==> config.mk <==
export PLATFORM = sky130hd
export DESIGN_NAME = cpu_run_monitor
export DESIGN_NICKNAME = d
export VERILOG_FILES = /design/src/rtl/cpu_run_monitor.sv
export SDC_FILE = /design/constraint.sdc
export NUM_CORES = 1
export LEC_CHECK = 0
export ABC_AREA = 1
export CAP_MARGIN = 30
export CORE_ASPECT_RATIO = 1.75
export CORE_MARGIN = 3
export CORE_UTILIZATION = 56
export DETAILED_ROUTE_END_ITERATION = 10
export PLACE_DENSITY = 0.92
export SYNTH_ARGS = -nofsm -noshare
export SYNTH_HDL_FRONTEND = slang
export SYNTH_SLANG_ARGS = --single-unit
==> constraint.sdc <==
create_clock -name clk -period 3 [get_ports clk]
set_input_delay 0.45 -clock clk [delete_from_list [all_inputs] [get_ports clk]]
set_output_delay 0.45 -clock clk [all_outputs]
set_load 0.005 [all_outputs]
==> src/rtl/cpu_run_monitor.sv <==
// Run controller for the CPU: sequences its reset, counts cycles and stops it on halt, PC stall or timeout.
// Optional macro CPU_RUN_MONITOR_HALT_PC_EN adds the halt_pc output (pc captured when RUN exits).
module cpu_run_monitor #(
  parameter int PC_W         = 16,
  parameter int CNT_W        = 32,
  parameter int RST_CYCLES   = 2,
  parameter int DRAIN_CYCLES = 1,
  parameter int STALL_LIMIT  = 64,
  parameter int TIMEOUT      = 100000
) (
  input  logic             clk,
  input  logic             rst,
  input  logic             start,
  input  logic             hlt,
  input  logic [PC_W-1:0]  pc,
  output logic             cpu_rst_n,
  output logic             running,
  output logic             done,
  output logic [1:0]       status,
  output logic [CNT_W-1:0] cycles
`ifdef CPU_RUN_MONITOR_HALT_PC_EN
  ,
  output logic [PC_W-1:0]  halt_pc
`endif
);
  localparam int RW = $clog2(RST_CYCLES + 1);
  localparam int DW = $clog2(DRAIN_CYCLES + 2);
  localparam int SW = $clog2(STALL_LIMIT);

  typedef enum logic [2:0] {S_IDLE, S_RESET, S_RUN, S_DRAIN, S_DONE} state_t;

  state_t           state_q, state_d;
  logic [RW-1:0]    rcnt_q, rcnt_d;
  logic [DW-1:0]    dcnt_q, dcnt_d;
  logic [SW-1:0]    stall_q, stall_d;
  logic [PC_W-1:0]  pc_prev_q, pc_prev_d;
  logic [CNT_W-1:0] cycles_q, cycles_d;
  logic [1:0]       status_q, status_d;
  logic             cpu_rst_n_q, cpu_rst_n_d;
  logic             running_q, running_d;
  logic             done_q, done_d;
`ifdef CPU_RUN_MONITOR_HALT_PC_EN
  logic [PC_W-1:0]  halt_pc_q, halt_pc_d;
`endif

  logic [CNT_W-1:0] cyc_inc;
  logic             pc_same, first_run, stall_hit, to_done;

  always_comb begin
    state_d     = state_q;
    rcnt_d      = rcnt_q;
    dcnt_d      = dcnt_q;
    stall_d     = stall_q;
    pc_prev_d   = pc_prev_q;
    cycles_d    = cycles_q;
    status_d    = status_q;
    cpu_rst_n_d = cpu_rst_n_q;
    running_d   = running_q;
    done_d      = done_q;
`ifdef CPU_RUN_MONITOR_HALT_PC_EN
    halt_pc_d   = halt_pc_q;
`endif
    cyc_inc   = (&cycles_q) ? cycles_q : cycles_q + 1'b1;
    pc_same   = (pc == pc_prev_q);
    // cycles is cleared on start, so zero in RUN marks the first RUN cycle
    first_run = (cycles_q == '0);
    stall_hit = !first_run && pc_same && (stall_q == SW'(STALL_LIMIT - 1));
    to_done   = 1'b0;

    unique case (state_q)
      S_IDLE, S_DONE: if (start) begin
        state_d     = S_RESET;
        status_d    = 2'b00;
        cycles_d    = '0;
        rcnt_d      = RW'(RST_CYCLES - 1);
        cpu_rst_n_d = 1'b0;
        running_d   = 1'b0;
        done_d      = 1'b0;
`ifdef CPU_RUN_MONITOR_HALT_PC_EN
        halt_pc_d   = '0;
`endif
      end
      S_RESET: begin
        if (rcnt_q == '0) begin
          state_d     = S_RUN;
          cpu_rst_n_d = 1'b1;
          running_d   = 1'b1;
        end else begin
          rcnt_d = rcnt_q - 1'b1;
        end
      end
      S_RUN: begin
        cycles_d  = cyc_inc;
        pc_prev_d = pc;
        if (first_run || !pc_same) stall_d = '0;
        else if (!(&stall_q))      stall_d = stall_q + 1'b1;
        // exit priority: halt, then stall, then timeout
        if (hlt) begin
          status_d = 2'b01;
          if (DRAIN_CYCLES > 0) begin
            state_d = S_DRAIN;
            dcnt_d  = DW'(DRAIN_CYCLES > 0 ? DRAIN_CYCLES - 1 : 0);
          end else begin
            to_done = 1'b1;
          end
        end else if (stall_hit) begin
          status_d = 2'b11;
          to_done  = 1'b1;
        end else if (cyc_inc == CNT_W'(TIMEOUT)) begin
          status_d = 2'b10;
          to_done  = 1'b1;
        end
      end
      S_DRAIN: begin
        cycles_d = cyc_inc;
        if (dcnt_q == '0) to_done = 1'b1;
        else              dcnt_d  = dcnt_q - 1'b1;
      end
      default: state_d = S_IDLE;
    endcase

    if (to_done) begin
      state_d     = S_DONE;
      cpu_rst_n_d = 1'b0;
      running_d   = 1'b0;
      done_d      = 1'b1;
    end
`ifdef CPU_RUN_MONITOR_HALT_PC_EN
    if (state_q == S_RUN && state_d != S_RUN) halt_pc_d = pc;
`endif
  end

  always_ff @(posedge clk) begin
    if (rst) begin
      state_q     <= S_IDLE;
      rcnt_q      <= '0;
      dcnt_q      <= '0;
      stall_q     <= '0;
      pc_prev_q   <= '0;
      cycles_q    <= '0;
      status_q    <= 2'b00;
      cpu_rst_n_q <= 1'b0;
      running_q   <= 1'b0;
      done_q      <= 1'b0;
`ifdef CPU_RUN_MONITOR_HALT_PC_EN
      halt_pc_q   <= '0;
`endif
    end else begin
      state_q     <= state_d;
      rcnt_q      <= rcnt_d;
      dcnt_q      <= dcnt_d;
      stall_q     <= stall_d;
      pc_prev_q   <= pc_prev_d;
      cycles_q    <= cycles_d;
      status_q    <= status_d;
      cpu_rst_n_q <= cpu_rst_n_d;
      running_q   <= running_d;
      done_q      <= done_d;
`ifdef CPU_RUN_MONITOR_HALT_PC_EN
      halt_pc_q   <= halt_pc_d;
`endif
    end
  end

  assign cpu_rst_n = cpu_rst_n_q;
  assign running   = running_q;
  assign done      = done_q;
  assign status    = status_q;
  assign cycles    = cycles_q;
`ifdef CPU_RUN_MONITOR_HALT_PC_EN
  assign halt_pc   = halt_pc_q;
`endif

endmodule

==> images/met3.png <==
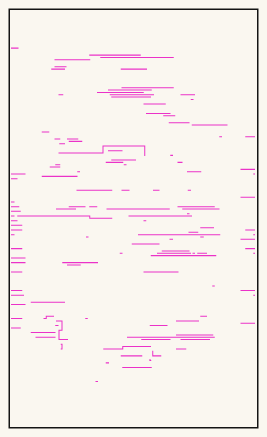
The layer carries 674 um of wire. 86 nets have wire on it. The layer holds 4.9% of the routed length. The wires run mostly horizontal. The longest straight run is 25.3 um.
wire length after detailed routing: 13800 um
met3 usage: 5.45%

==> images/density.png <==
7 x 12 tiles, from white (low) to dark blue (high), 0 to 100% covered.
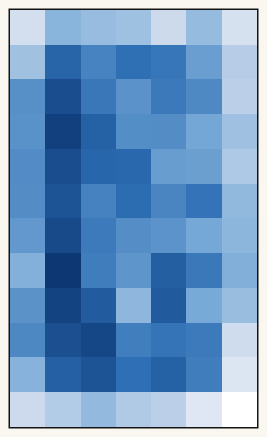
The mean over all tiles is 58%. 1.2% of the tiles are nearly empty. 24% of the tiles are over 75% full. The fullest tile reaches 97%.

==> images/clock_map.png <==
Bar = 20 um.
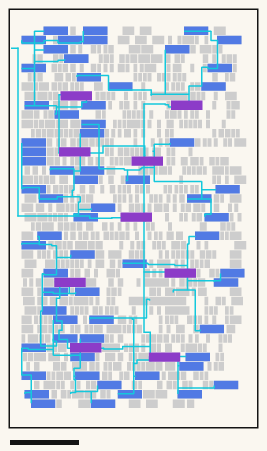
Blue is flip-flops, count 65. Cyan is clock wires, length 959 um. Purple is cells driving clock nets, count 9.
There are 10 routed clock nets.

==> images/final_placement.png <==
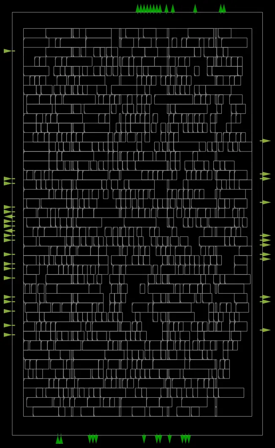
Core Util, Final: 71.2%
well-tap cell count: 86
Seq cells: 65
core region area: 7340 um^2

==> images/pins.png <==
Pins as bars across the die edge, other pins in grey.
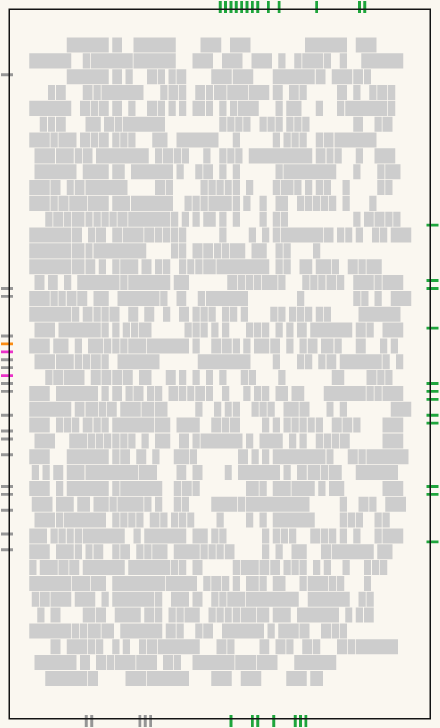
Magenta is `status`, pins 2, direction output, edge left. Orange is `rst`, pins 1, direction input, edge left. Green is `cycles`, pins 32, direction output, edge 13 top, 12 right, 7 bottom.
All pins by edge: 20 left, 13 top, 12 bottom, 12 right.

==> commit_impl_results.txt <==
Add synthesis and place-and-route results

- Cell types with the highest counts after synthesis: sky130_fd_sc_hd__nand2_1 (222), sky130_fd_sc_hd__nor2_1 (128), sky130_fd_sc_hd__dfxtp_1 (65)
* Largest area contributor in the netlist: sky130_fd_sc_hd__dfxtp_1
* Worst hold endpoint: pc_prev_q[13]
- Among logic cells in the layout, the one with the most instances is sky130_fd_sc_hd__nand2_1.
- In the final timing run, aggregate negative setup slack is 0 ns.
* Nets: 789
- Final Hold Violating Endpoints: 0
* Cells along the critical path: ha_2, inv_2, nor2_8, nand2_4, nor2_8, nand2_4, o21ai_1, nand2_1, nor2_1, nand3_1, nor2_1, nand2_1, nand2_2, nand2_1, nand3_1, nand2_1, inv_1
- Of the total standard cell area in the layout, the sequential portion is 24.9%.
* Routability cong.: 0.950
* Number of rows in the core area: 41
- Fillers: 659
- Yosys Warn Count: 0
- Top post-synthesis cells by area: sky130_fd_sc_hd__dfxtp_1 (30%), sky130_fd_sc_hd__nand2_1 (19%), sky130_fd_sc_hd__nor2_1 (11%)
- Worst slew margin: 58.1%
* Via Count: 4871
- Clock buffer count from CTS: 9
* Count of different cell masters after synthesis: 36
- Routed wire per std cell: 16.1 um
- Met2 Routed Length: 7480 um
- XORs/XNORs by Area: 3.48%
- Fin cells: 854
* Power per Cell Area: 582 nW/um^2
- Clock latency on the worst-skew pair, taken at its later pin, is 0.34 ns.
- Ant diodes: 0
* Fraction of registers with async set/reset: 0%
* Post-synth tally of flip-flops with integrated enable: 0
- The share of the Yosys chip area taken by registers is 30.4%.
- Ys cells: 710
* Met3 Wirelength: 674 um
- Most frequent cell on the critical path: sky130_fd_sc_hd__nand2_1
- Synthesis produced a netlist with a net count of 735.
* Layout-stage area growth over the synthesis result: 22.1%
- Achievable frequency: 362 MHz
- STA classifies the critical path startpoint as a flip-flop.
- In the final layout, the clock buffer count is 10.
* Max Used Layer: met4
* Post-Route Skew: 0.00477 ns
- The flow ran to the end, and the final reports show no timing, DRC or antenna violations.
* CTS resizes: 0
- Per the OpenROAD floorplan log, the width of the die is 72.1 um.
- All stages included, the depth of the critical timing path comes to 17.
- Worst Path Arrival: 3.05 ns
- Clock network area share: 5.94%
- Smallest hold slack: 0.476 ns
- Fraction of the mapped netlist area in compound gates: 11.3%
- Largest net degree at the start of global routing: 39
- Maximum count of clock buffers along a single path: 2
* Global routing's busiest layer: met2
* Summed standard-cell area reported by yosys: 4280 um^2
- The startpoint identified for the worst register-to-register timing path is cycles[1].
- Post-CTS Setup Bufs: 0
- The largest individual stage delay along the critical path comes from the cell sky130_fd_sc_hd__dfxtp_1.
* Clock-pin transition on the worst setup and hold timing paths: 0.06 ns
- 561 cells are multi-input combinational gates.
- Via count of the first global-routing pass: 4829
- The layout report lists the multi-input gate area as 2640 um^2.
- Most used standard cell by instance count after synthesis: sky130_fd_sc_hd__nand2_1
* Termination of the worst setup path: done
* Post-Synthesis Cell Area: 4280 um^2
- The root buffer cell chosen for the clock tree is sky130_fd_sc_hd__clkbuf_16.
* TritonCTS clock tree: built
- Area share of the leading cell type in the synthesized netlist: 30.4%
- Across all stage logs, warnings added up to 27.
- Looking at hold timing, the worst path starts from pc_prev_q[13].
* Die Area: 8770 um^2
- The final timing report lists a max-slew violation count of 0.
- Across the whole layout, storage elements account for 1300 um^2.
* Transition time at the pin with the least slew margin: 0.624 ns
- Category of cells accounting for the largest share of critical-path delay: simple AND/OR/NAND/NOR gates
- Fraction of cell area in non-clock buffers: 11.9%
- Before placement the cells fill 58.3% of the core.
- Non-clock inverters in the final layout number 63.
- For this run, design rule violations remaining after detail routing come to 0.
- Worst reg-to-reg setup slack: 0.24 ns
- Met2 track utilization from global routing: 62.3%
- Cell class with the largest area share: logic gates
* P_leak: 2.08 nW
* Worst min path class: reg2reg
* Met1 wire length: 4840 um
==> power by group <==
group          total (mW)  internal, mW  switching [mW]
combinational       0.848         0.306           0.542
clock                1.13         0.723           0.404
sequential           1.07         0.984          0.0828
==> metrics by stage <==
stage	setup slack, ns	power (mW)	area, um^2
after global routing	0.0202	3.18	5220
after global placement	0.207	1.86	4910
after floorplan	0.774	1.63	4280
final	0.236	3.04	5220
after detailed placement	0.189	1.91	4910
after CTS	0.142	3.03	5220
==> state kept, by name, indices dropped and copies added, names as in the netlist <==
name	count
state_q	3
running	1
dcnt_q	2
done	1
rcnt_q	2
status	2
pc_prev_q	16
stall_q	6
cycles	32
Power and IR drop assume default switching activity.
